**src/rtl/instr_fetch_queue_pkg.sv**
```systemverilog
// Shared fetch-stage definitions: widths, reset PC default, NOP word and the queue entry type.
// The optional FETCH_BYPASS_EN macro is consumed by instr_fetch_queue.sv.
package instr_fetch_queue_pkg;

  localparam int unsigned     XLEN             = 32;
  localparam logic [XLEN-1:0] INSTR_BYTES      = 32'd4;
  localparam logic [XLEN-1:0] DEFAULT_RESET_PC = 32'h0000_0000;
  localparam logic [XLEN-1:0] NOP_INSTR        = 32'h0000_0013;

  typedef struct packed {
    logic [XLEN-1:0] pc;
    logic [XLEN-1:0] instr;
  } fetch_entry_t;

  function automatic logic [XLEN-1:0] pc_align(input logic [XLEN-1:0] pc);
    return {pc[XLEN-1:2], 2'b00};
  endfunction

endpackage

```
**src/rtl/fetch_fifo.sv**
```systemverilog
// Circular buffer with head/tail pointers wrapping mod DEPTH, synchronous clear and async reset.
// Used both for the {pc,instr} prefetch queue and for the in-flight PC tag queue.
module fetch_fifo #(
  parameter int unsigned DEPTH = 4,
  parameter int unsigned WIDTH = 64
) (
  input  logic                     i_clk,
  input  logic                     i_rst,
  input  logic                     i_clear,
  input  logic                     i_push,
  input  logic [WIDTH-1:0]         i_data,
  input  logic                     i_pop,
  output logic [WIDTH-1:0]         o_head,
  output logic [$clog2(DEPTH):0]   o_count
);

  localparam int unsigned PW = $clog2(DEPTH);

  logic [WIDTH-1:0] r_mem [DEPTH];
  logic [PW-1:0]    r_head;
  logic [PW-1:0]    r_tail;
  logic [PW:0]      r_count;

  always_ff @(posedge i_clk or posedge i_rst) begin
    if (i_rst) begin
      r_head  <= '0;
      r_tail  <= '0;
      r_count <= '0;
    end else if (i_clear) begin
      r_head  <= '0;
      r_tail  <= '0;
      r_count <= '0;
    end else begin
      if (i_push) r_tail <= r_tail + PW'(1);
      if (i_pop)  r_head <= r_head + PW'(1);
      case ({i_push, i_pop})
        2'b10:   r_count <= r_count + (PW+1)'(1);
        2'b01:   r_count <= r_count - (PW+1)'(1);
        default: r_count <= r_count;
      endcase
    end
  end

  always_ff @(posedge i_clk) begin
    if (i_push && !i_clear) r_mem[r_tail] <= i_data;
  end

  assign o_head  = r_mem[r_head];
  assign o_count = r_count;

endmodule

```
**src/rtl/instr_fetch_queue.sv**
```systemverilog
// Fetch stage: owns the fetch PC, issues in-order imem requests, buffers words and flushes on redirect.
// Define FETCH_BYPASS_EN to forward a response straight to decode when the queue is empty.
module instr_fetch_queue
  import instr_fetch_queue_pkg::*;
#(
  parameter int unsigned     DEPTH    = 4,
  parameter logic [XLEN-1:0] RESET_PC = DEFAULT_RESET_PC
) (
  input  logic            clk,
  input  logic            reset,
  output logic            imem_req_valid,
  output logic [XLEN-1:0] imem_req_addr,
  input  logic            imem_req_ready,
  input  logic            imem_resp_valid,
  input  logic [XLEN-1:0] imem_resp_data,
  output logic            instr_valid,
  input  logic            instr_ready,
  output logic [XLEN-1:0] instr_out,
  output logic [XLEN-1:0] pc_out,
  output logic [XLEN-1:0] pc_plus4_out,
  input  logic            redirect,
  input  logic [XLEN-1:0] redirect_pc
);

  localparam int unsigned CW      = $clog2(DEPTH) + 1;
  localparam logic [CW:0] CREDITS = (CW+1)'(DEPTH);

  logic [XLEN-1:0] r_fetch_pc;
  logic [CW-1:0]   r_kill;
  logic            r_active;

  logic [CW-1:0]   w_count;
  logic [CW-1:0]   w_inflight;
  logic [CW:0]     w_used;
  logic            w_req_fire;
  logic            w_resp_accept;
  logic            w_resp_live;
  logic            w_bypass;
  logic            w_have;
  logic            w_push;
  logic            w_pop;
  logic [XLEN-1:0] w_resp_pc;
  fetch_entry_t    w_head;
  fetch_entry_t    w_resp_entry;
  fetch_entry_t    w_out;

  // Buffered plus in-flight words never exceed DEPTH, so the queue cannot overflow.
  assign w_used         = {1'b0, w_count} + {1'b0, w_inflight};
  assign imem_req_valid = r_active & ~redirect & (w_used < CREDITS);
  assign imem_req_addr  = r_fetch_pc;
  assign w_req_fire     = imem_req_valid & imem_req_ready;

  // Every accepted response retires its tag, even when it is discarded as wrong-path.
  assign w_resp_accept = imem_resp_valid & (w_inflight != '0);
  assign w_resp_live   = w_resp_accept & (r_kill == '0) & ~redirect;
  assign w_resp_entry  = '{pc: w_resp_pc, instr: imem_resp_data};
  assign w_have        = (w_count != '0);

`ifdef FETCH_BYPASS_EN
  assign w_bypass = w_resp_live & ~w_have;
`else
  assign w_bypass = 1'b0;
`endif

  assign instr_valid  = ~redirect & (w_have | w_bypass);
  assign w_out        = w_have ? w_head : w_resp_entry;
  assign w_pop        = instr_valid & instr_ready & w_have;
  assign w_push       = w_resp_live & ~(w_bypass & instr_ready);
  assign instr_out    = instr_valid ? w_out.instr : '0;
  assign pc_out       = instr_valid ? w_out.pc : '0;
  assign pc_plus4_out = pc_out + INSTR_BYTES;

  always_ff @(posedge clk or posedge reset) begin
    if (reset) begin
      r_fetch_pc <= RESET_PC;
      r_kill     <= '0;
      r_active   <= 1'b0;
    end else begin
      r_active <= 1'b1;
      if (redirect) begin
        r_fetch_pc <= pc_align(redirect_pc);
        r_kill     <= w_inflight - CW'(w_resp_accept);
      end else begin
        if (w_req_fire) r_fetch_pc <= r_fetch_pc + INSTR_BYTES;
        if (w_resp_accept && (r_kill != '0)) r_kill <= r_kill - CW'(1);
      end
    end
  end

  fetch_fifo #(
    .DEPTH (DEPTH),
    .WIDTH (2 * XLEN)
  ) u_data_fifo (
    .i_clk   (clk),
    .i_rst   (reset),
    .i_clear (redirect),
    .i_push  (w_push),
    .i_data  (w_resp_entry),
    .i_pop   (w_pop),
    .o_head  (w_head),
    .o_count (w_count)
  );

  // Tags are never flushed: killed responses still return and must retire theirs.
  fetch_fifo #(
    .DEPTH (DEPTH),
    .WIDTH (XLEN)
  ) u_tag_fifo (
    .i_clk   (clk),
    .i_rst   (reset),
    .i_clear (1'b0),
    .i_push  (w_req_fire),
    .i_data  (r_fetch_pc),
    .i_pop   (w_resp_accept),
    .o_head  (w_resp_pc),
    .o_count (w_inflight)
  );

endmodule

```
**config.mk**
```make
export PLATFORM = sky130hd
export DESIGN_NAME = instr_fetch_queue
export DESIGN_NICKNAME = d
export VERILOG_FILES = /design/src/rtl/instr_fetch_queue_pkg.sv /design/src/rtl/fetch_fifo.sv /design/src/rtl/instr_fetch_queue.sv
export SDC_FILE = /design/constraint.sdc
export NUM_CORES = 1
export LEC_CHECK = 0
export ABC_AREA = 1
export CAP_MARGIN = 0
export CORE_MARGIN = 5
export CORE_UTILIZATION = 35
export DETAILED_ROUTE_END_ITERATION = 8
export GPL_TIMING_DRIVEN = 0
export MAX_ROUTING_LAYER = met4
export PLACE_DENSITY = 0.61
export SETUP_SLACK_MARGIN = 0.5
export SYNTH_ARGS = -nofsm -noshare
export SYNTH_HDL_FRONTEND = slang
export SYNTH_SLANG_ARGS = --single-unit
```
**constraint.sdc**
```tcl
create_clock -name clk -period 4.59 [get_ports clk]
set_input_delay 0.6885 -clock clk [delete_from_list [all_inputs] [get_ports clk]]
set_output_delay 0.6885 -clock clk [all_outputs]
set_load 0.01 [all_outputs]
```
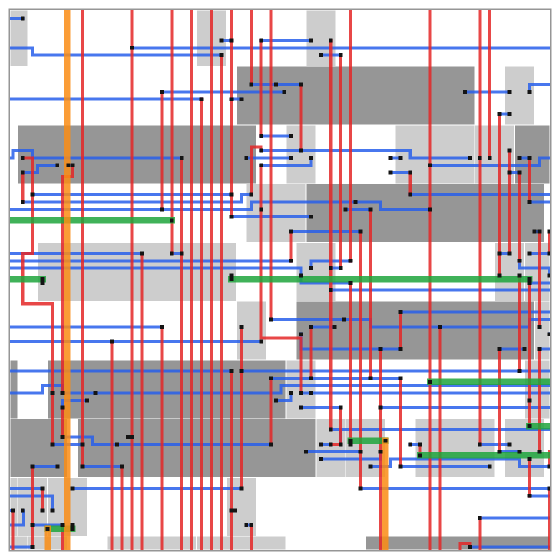
(images/zoom.png)
Window x 168 to 193, y 168 to 193 um. Cells in gray, sequential cells in the stronger gray; small squares are vias.
legend:
  green:
    layer: met3
  orange:
    layer: met4
  red:
    layer: met2
  blue:
    layer: met1
cells with their middle in the window: 27
sequential cells in the window: 6
netlist names of flops here include: u_data_fifo.r_mem (6)
most frequent: nor2_1 (8), edfxtp_1 (6), o21ai_0 (4)

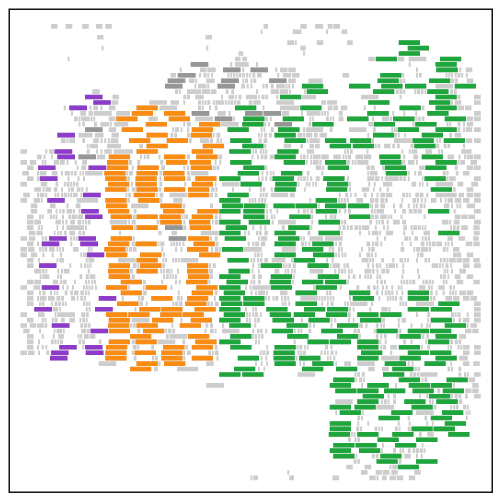
(images/registers.png)
(2 px per um) Other sequential cells in the stronger gray, the rest of the logic in the fainter gray.
legend:
  orange:
    name_in_the_netlist: u_tag_fifo.r_mem
    sequential_cells: 120
  purple:
    name_in_the_netlist: imem_req_addr
    sequential_cells: 30
  green:
    name_in_the_netlist: u_data_fifo.r_mem
    sequential_cells: 248

==> flow_results.org <==
#+TITLE: Synthesis and PnR summary

** Outcome
- Run status :: completed

** Synthesis
- FA/HA/MAJ Cells, Area Fraction :: 0.0136
- Ys Warns :: 0
- In this run, the synthesized area fraction spent on AND-OR/OR-AND gates is recorded as 0.0683.
- Ranking of synthesized cells by area :: edfxtp_1, nand2_1, dfrtp_1, nor2_1, o21ai_0

** Final layout
- Compared with the post-synthesis result, the final layout area differs by 25.3%.
- Top cell excl fill/tap :: nand2_1
- u_data_fifo.r_mem holds more flip-flops than any other register.
- Filler cells :: just under 5000

** Power
- Fraction of power consumed by the clock network :: 0.277
- Register share of total power :: 0.394
- Group drawing the most power :: registers

** STA
- On the final layout, the worst clock skew is roughly 0.01 ns.
- For reference, the final report shows the max-slew violation count at 0.

** Floorplanning
- The floorplan report lists the tap cell count as roughly 690.
- Number of ports placed on the die boundary :: about 200
- The die is approximately 240 um wide.
- For this configuration, the core starts out at a cell density of 0.354.

** Worst setup path
- For the worst setup path, the data arrival time is between 3 and 4 ns.
- The critical path goes through buf_6 -> buf_6 -> buf_2 -> clkbuf_4 -> buf_2 -> nor2_1 -> nor2_1 -> o21ai_0 -> a21oi_1 -> clkdlybuf4s50_1.
- The worst register-to-register path depth is 13.
- Critical Path RT :: approximately 3.9 ns

** GRT
- The number of global-route vias before repair was 13265.
- Largest net degree at the start of global routing :: 31

** Clock tree
- Worst-Skew Late Latency :: around 0.56 ns
- CTS root buffer :: clkbuf_16

** Placement
- Once detailed placement completed, the half-perimeter wirelength came to 36.1 mm.
- Post-DP Area :: around 0.022 mm2

** Worst hold path
- Worst hold path type :: input pin to asynchronous set/reset pin
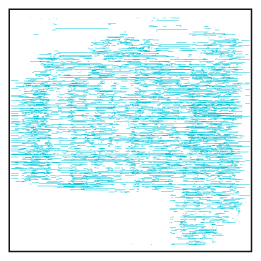
(images/met1.png)
(1 px per um)
nets with wire on the layer: 1965
share of all routed wire: 45%
main direction: horizontal
longest straight run: 64.4 um
wire length on this layer: 23.1 mm
total wire length: 51.2 mm
via count: 13575
fraction of met1 tracks used by global routing: 0.243

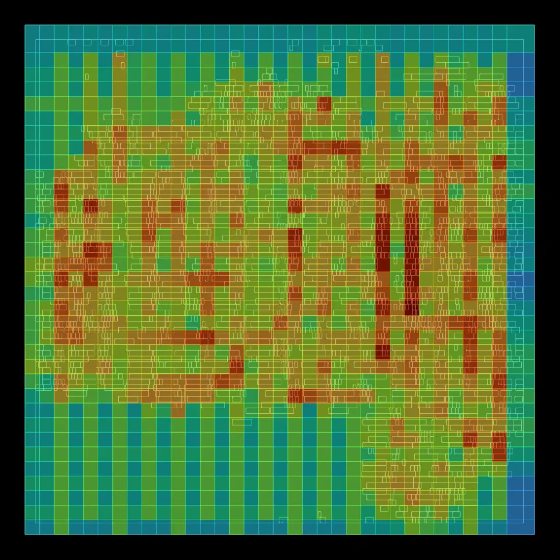
(images/final_congestion.png)
layer with the highest usage: met2
per-cell routed wire length: 18.6 um
met3 Track Usage GR: 0.0311
total track usage: 0.178
met2 Use GR: 0.280

Power is estimated from default activity; no workload was simulated.
